**Register map, names as in the netlist**

The bar under the picture is 50 um long.
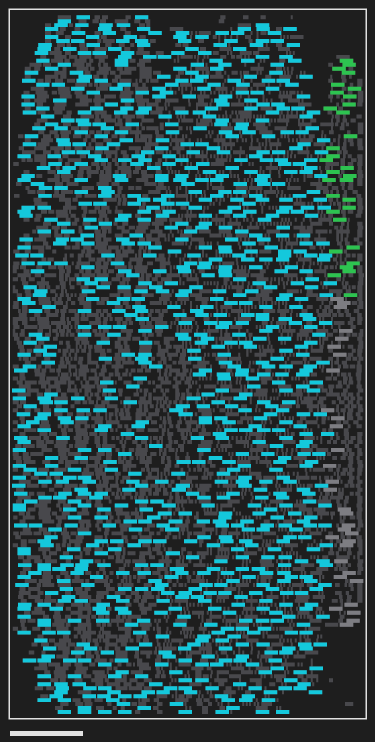
**Port wiring**

The bar under the picture is 50 um long.
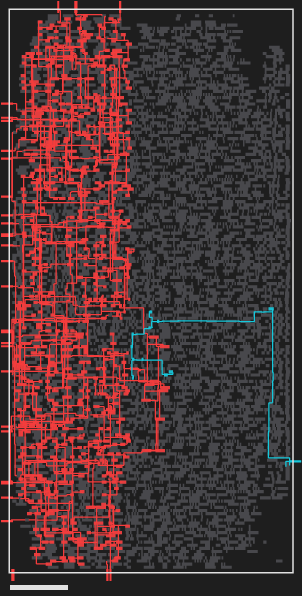
===== src/rtl/cpu_types_pkg.sv =====
// Shared CPU types: machine word plus branch target buffer entry layout.
package cpu_types_pkg;

  typedef logic [31:0] word_t;

  // 2-bit saturating direction counter.
  typedef logic [1:0] btb_ctr_t;

  localparam btb_ctr_t SNT = 2'b00;
  localparam btb_ctr_t WNT = 2'b01;
  localparam btb_ctr_t WT  = 2'b10;
  localparam btb_ctr_t ST  = 2'b11;

  // The tag is kept as a full word holding pc >> (IDXW+2). The upper bits
  // are always zero, so one struct layout serves every ENTRIES setting.
  typedef struct packed {
    logic     valid;
    word_t    tag;
    word_t    target;
    btb_ctr_t ctr;
  } btb_entry_t;

  localparam int unsigned BTB_PENALTY = 2;

endpackage


===== src/rtl/sat_counter2.sv =====
// Next state of a 2-bit saturating branch direction counter.
module sat_counter2
  import cpu_types_pkg::*;
(
  input  btb_ctr_t i_ctr,
  input  logic     i_taken,
  output btb_ctr_t o_ctr
);

  // Taken moves up toward ST, not-taken moves down toward SNT.
  always_comb begin
    o_ctr = i_ctr;
    if (i_taken && (i_ctr != ST)) begin
      o_ctr = i_ctr + 2'd1;
    end else if (!i_taken && (i_ctr != SNT)) begin
      o_ctr = i_ctr - 2'd1;
    end
  end

endmodule


===== src/rtl/branch_target_buffer.sv =====
// Direct-mapped branch target buffer: same-cycle fetch prediction, execute-
// stage update, mispredict reporting and saturating statistics.
module branch_target_buffer
  import cpu_types_pkg::*;
#(
  parameter int unsigned ENTRIES = 16,
  parameter int unsigned PENALTY = BTB_PENALTY
) (
  input  logic        CLK,
  input  logic        nRST,
  input  word_t       lookup_pc,
  output logic        pred_hit,
  output logic        pred_taken,
  output word_t       pred_target,
  input  logic        upd_valid,
  input  word_t       upd_pc,
  input  logic        upd_taken,
  input  word_t       upd_target,
  input  logic        upd_pred_taken,
  input  word_t       upd_pred_target,
  input  logic        flush,
  output logic        mispredict,
  output logic [1:0]  penalty_cycles,
  output word_t       stat_branches,
  output word_t       stat_mispred
);

  localparam int unsigned IDXW = $clog2(ENTRIES);

  btb_entry_t r_tab [ENTRIES];
  word_t      r_stat_branches;
  word_t      r_stat_mispred;

  logic [IDXW-1:0] w_lk_idx;
  logic [IDXW-1:0] w_up_idx;
  word_t           w_lk_tag;
  word_t           w_up_tag;
  btb_entry_t      w_lk_ent;
  btb_entry_t      w_up_ent;
  logic            w_up_hit;
  btb_ctr_t        w_ctr_next;

  assign w_lk_idx = lookup_pc[IDXW+1:2];
  assign w_up_idx = upd_pc[IDXW+1:2];
  assign w_lk_tag = lookup_pc >> (IDXW + 2);
  assign w_up_tag = upd_pc >> (IDXW + 2);
  assign w_lk_ent = r_tab[w_lk_idx];
  assign w_up_ent = r_tab[w_up_idx];
  assign w_up_hit = w_up_ent.valid && (w_up_ent.tag == w_up_tag);

  // Zero-latency lookup; reads pre-edge contents, no bypass from updates.
  always_comb begin
    pred_hit    = w_lk_ent.valid && (w_lk_ent.tag == w_lk_tag);
    pred_taken  = pred_hit && w_lk_ent.ctr[1];
    pred_target = pred_hit ? w_lk_ent.target : (lookup_pc + 32'd4);
  end

  // Mispredict: wrong direction, or taken both ways but to the wrong target.
  always_comb begin
    mispredict = upd_valid &&
                 ((upd_taken != upd_pred_taken) ||
                  (upd_taken && upd_pred_taken && (upd_target != upd_pred_target)));
    penalty_cycles = mispredict ? PENALTY[1:0] : 2'b00;
  end

  sat_counter2 u_ctr (
    .i_ctr   (w_up_ent.ctr),
    .i_taken (upd_taken),
    .o_ctr   (w_ctr_next)
  );

  // Table state: flush clears valid bits and overrides any same-cycle update.
  always_ff @(posedge CLK or negedge nRST) begin
    if (!nRST) begin
      for (int unsigned i = 0; i < ENTRIES; i++) begin
        r_tab[i].valid  <= 1'b0;
        r_tab[i].tag    <= '0;
        r_tab[i].target <= '0;
        r_tab[i].ctr    <= WNT;
      end
    end else if (flush) begin
      for (int unsigned i = 0; i < ENTRIES; i++) begin
        r_tab[i].valid <= 1'b0;
      end
    end else if (upd_valid) begin
      if (w_up_hit) begin
        r_tab[w_up_idx].ctr <= w_ctr_next;
        if (upd_taken) begin
          r_tab[w_up_idx].target <= upd_target;
        end
      end else if (upd_taken) begin
        r_tab[w_up_idx].valid  <= 1'b1;
        r_tab[w_up_idx].tag    <= w_up_tag;
        r_tab[w_up_idx].target <= upd_target;
        r_tab[w_up_idx].ctr    <= WT;
      end
    end
  end

  // Saturating statistics; they keep counting through a flush.
  always_ff @(posedge CLK or negedge nRST) begin
    if (!nRST) begin
      r_stat_branches <= '0;
      r_stat_mispred  <= '0;
    end else begin
      if (upd_valid && (r_stat_branches != '1)) begin
        r_stat_branches <= r_stat_branches + 32'd1;
      end
      if (mispredict && (r_stat_mispred != '1)) begin
        r_stat_mispred <= r_stat_mispred + 32'd1;
      end
    end
  end

  assign stat_branches = r_stat_branches;
  assign stat_mispred  = r_stat_mispred;

endmodule


===== config.mk =====
export PLATFORM = sky130hd
export DESIGN_NAME = branch_target_buffer
export DESIGN_NICKNAME = d
export VERILOG_FILES = /design/src/rtl/cpu_types_pkg.sv /design/src/rtl/sat_counter2.sv /design/src/rtl/branch_target_buffer.sv
export SDC_FILE = /design/constraint.sdc
export NUM_CORES = 2
export LEC_CHECK = 0
export CELL_PAD_IN_SITES_DETAIL_PLACEMENT = 1
export CELL_PAD_IN_SITES_GLOBAL_PLACEMENT = 1
export CORE_ASPECT_RATIO = 2
export CORE_UTILIZATION = 46
export CTS_CLUSTER_SIZE = 8
export DETAILED_ROUTE_END_ITERATION = 8
export GPL_ROUTABILITY_DRIVEN = 1
export PLACE_DENSITY_LB_ADDON = 0.1
export SLEW_MARGIN = 20
export SYNTH_ARGS = -nofsm -noshare
export SYNTH_HDL_FRONTEND = slang
export SYNTH_HIERARCHICAL = 1
export SYNTH_SLANG_ARGS = --single-unit

===== constraint.sdc =====
create_clock -name CLK -period 7.7 [get_ports CLK]
set_input_delay 2.31 -clock CLK [delete_from_list [all_inputs] [get_ports CLK]]
set_output_delay 2.31 -clock CLK [all_outputs]
set_load 0.02 [all_outputs]

==> results_slide.txt <==
Run Summary

Pwr
  • Clock group power: 5.98 mW
  • Peak VDD IR: 0.2146 mV
  • Sequential Power: 6.68 mW
  • Comb power: 2.62 mW
  • Logic pwr share: 17.2%
  • Total Power: 15.28 mW
  • Internal power: 11.12 mW
  • Clock power frac: 39.1%

Finish
  • Flop Count: 1040
  • Fillers: 11680
  • Max FFs per register: 976
  • Antenna diode count: 3
  • Area delta synth->final: 18.46%
  • Logic share of the area: 41.32%
  • Non-filler cells, final: 6260
  • Most frequent cells in the layout: nand2_1 (1322), dfrtp_1 (1024), mux4_2 (382)
  • Signal inverters: 18
  • Count of non-CTS buffers in the layout: 523
  • Non-clock buffering overhead: 8.323%
  • Largest Register: r_tab
  • Fin area: 63560 sq um
  • Clock Buffer Count: 170
  • Flop share of the area: 40.98%

CTS
  • CTS sink count: 1040
  • Clock Tree Root: clkbuf_16
  • CTS Buf Count: 147
  • Clock Latency Late Sink: 0.78 ns
  • Worst-path clk slew: 0.05 ns

Logic synthesis
  • Fraction of registers with async set/reset: 100.0%
  • Synthesized registers: 1040
  • Yosys simple share: 12.15%
  • Ys Warns: 6
  • Cells after Synth: 4416
  • Yosys Instances: 4416
  • AO/OA Area Share: 2.229%
  • Mapped cell area: 53660 sq um
  • Post-synth mux share: 30.82%
  • XOR Share, Synth: 2.906%

Timing
  • Setup Skew: 0.01969 ns
  • Slew Limit Fails: 0
  • Worst hold slack: 0.4679 ns
  • Fin. Hold Viols: 0
  • Final setup margin: -0.1885 ns
  • Tcrit/Tclk final: 102.4%
  • Finish-stage setup viols: 32
  • Tmin final: 7.888 ns
  • TNS Setup: -3.497 ns

Run status
  • Outcome: complete, but fails checks
  • Violated checks: setup timing

Setup path
  • FF-to-FF setup slack: 3.32 ns
  • FF-to-FF path depth: 12
  • Worst setup path start: lookup_pc[2]
  • Stages on worst setup path: 14
  • Buf/Inv on CP: 6
  • Reg-to-reg startpoint: r_tab[993]
  • Worst Path Arrival: 5.58 ns
  • Critical Path End: pred_target[8]
  • Slowest cell delay on critical path: 0.53 ns
  • CP max FO: 6
  • CP endpoint kind: primary output

Worst hold path
  • Hold Path Class: flip-flop to flip-flop
  • WHS Path Cells: 2
  • Hold Startpoint: r_tab[1013]
  • Min-Delay Endpoint: r_tab[1013]

GRT
  • Global-route met2 utilization: 59.09%
  • GR peak layer: met2
  • Overflow after GRT: 0
  • Largest net degree at the start of global routing: 168
  • Global-route wire length before repair: 289600 um

Die
  • DIE HEIGHT: 485 um
  • # IOs: 235
  • Core Area: 115400 sq um
  • Row cnt: 176

Placed design
  • Port Buf Inserts: 231
  • Post-DP Area: 59090 sq um
  • Hpwl dp: 124100 um

Route
  • DRT iter0 DRCs: 2361
  • DR DRC count: 0
  • DRT Pass-1 Iters: 5
  • Avg WL per Cell: 30.98 um
  • Top sig layer: met5
  • Vias/cell: 6.108
  • Detailed Route WL: 194000 um
  • Vias: 38230

Flow run
  • Max-cap viol count: 0
Back to the opening pictures, 'register map, names as in the netlist':
[r_tab] cyan | flops: 976 | where: spread over the die
[stat_mispred] green | flops: 32 | where: top right
not colored: 32

Back to the opening pictures, 'port wiring':
[upd_taken] cyan | direction: input | end cells: 11 | buffers: 2 | wire: 417 um
[upd_pc] red | direction: input | end cells: 667 | buffers: 61 | wire: 12700 um

[Yosys cell counts, drive strengths merged (21+ instances only)]
library cell / count / share of area [%]
nand3: 48 / 0.45
nand2: 1338 / 9.4
xor2: 46 / 0.75
clkbuf: 266 / 1.9
nor3: 21 / 0.21
dfrtp: 1024 / 48
mux4: 382 / 16
mux2i: 80 / 1.5
xnor2: 132 / 2.2
nor2: 89 / 0.76
o22ai: 21 / 0.24
a21oi: 23 / 0.21
buf: 101 / 1.2
nand4: 37 / 0.43
and3: 27 / 0.31
mux2: 570 / 13
[what timing repair did]
action	in CTS	in global routing
pin swaps	1	5
gates cloned	1	2
setup buffers	3	9
resized	131	65
endpoints found under the setup margin	34	34
Power and IR drop assume default switching activity.
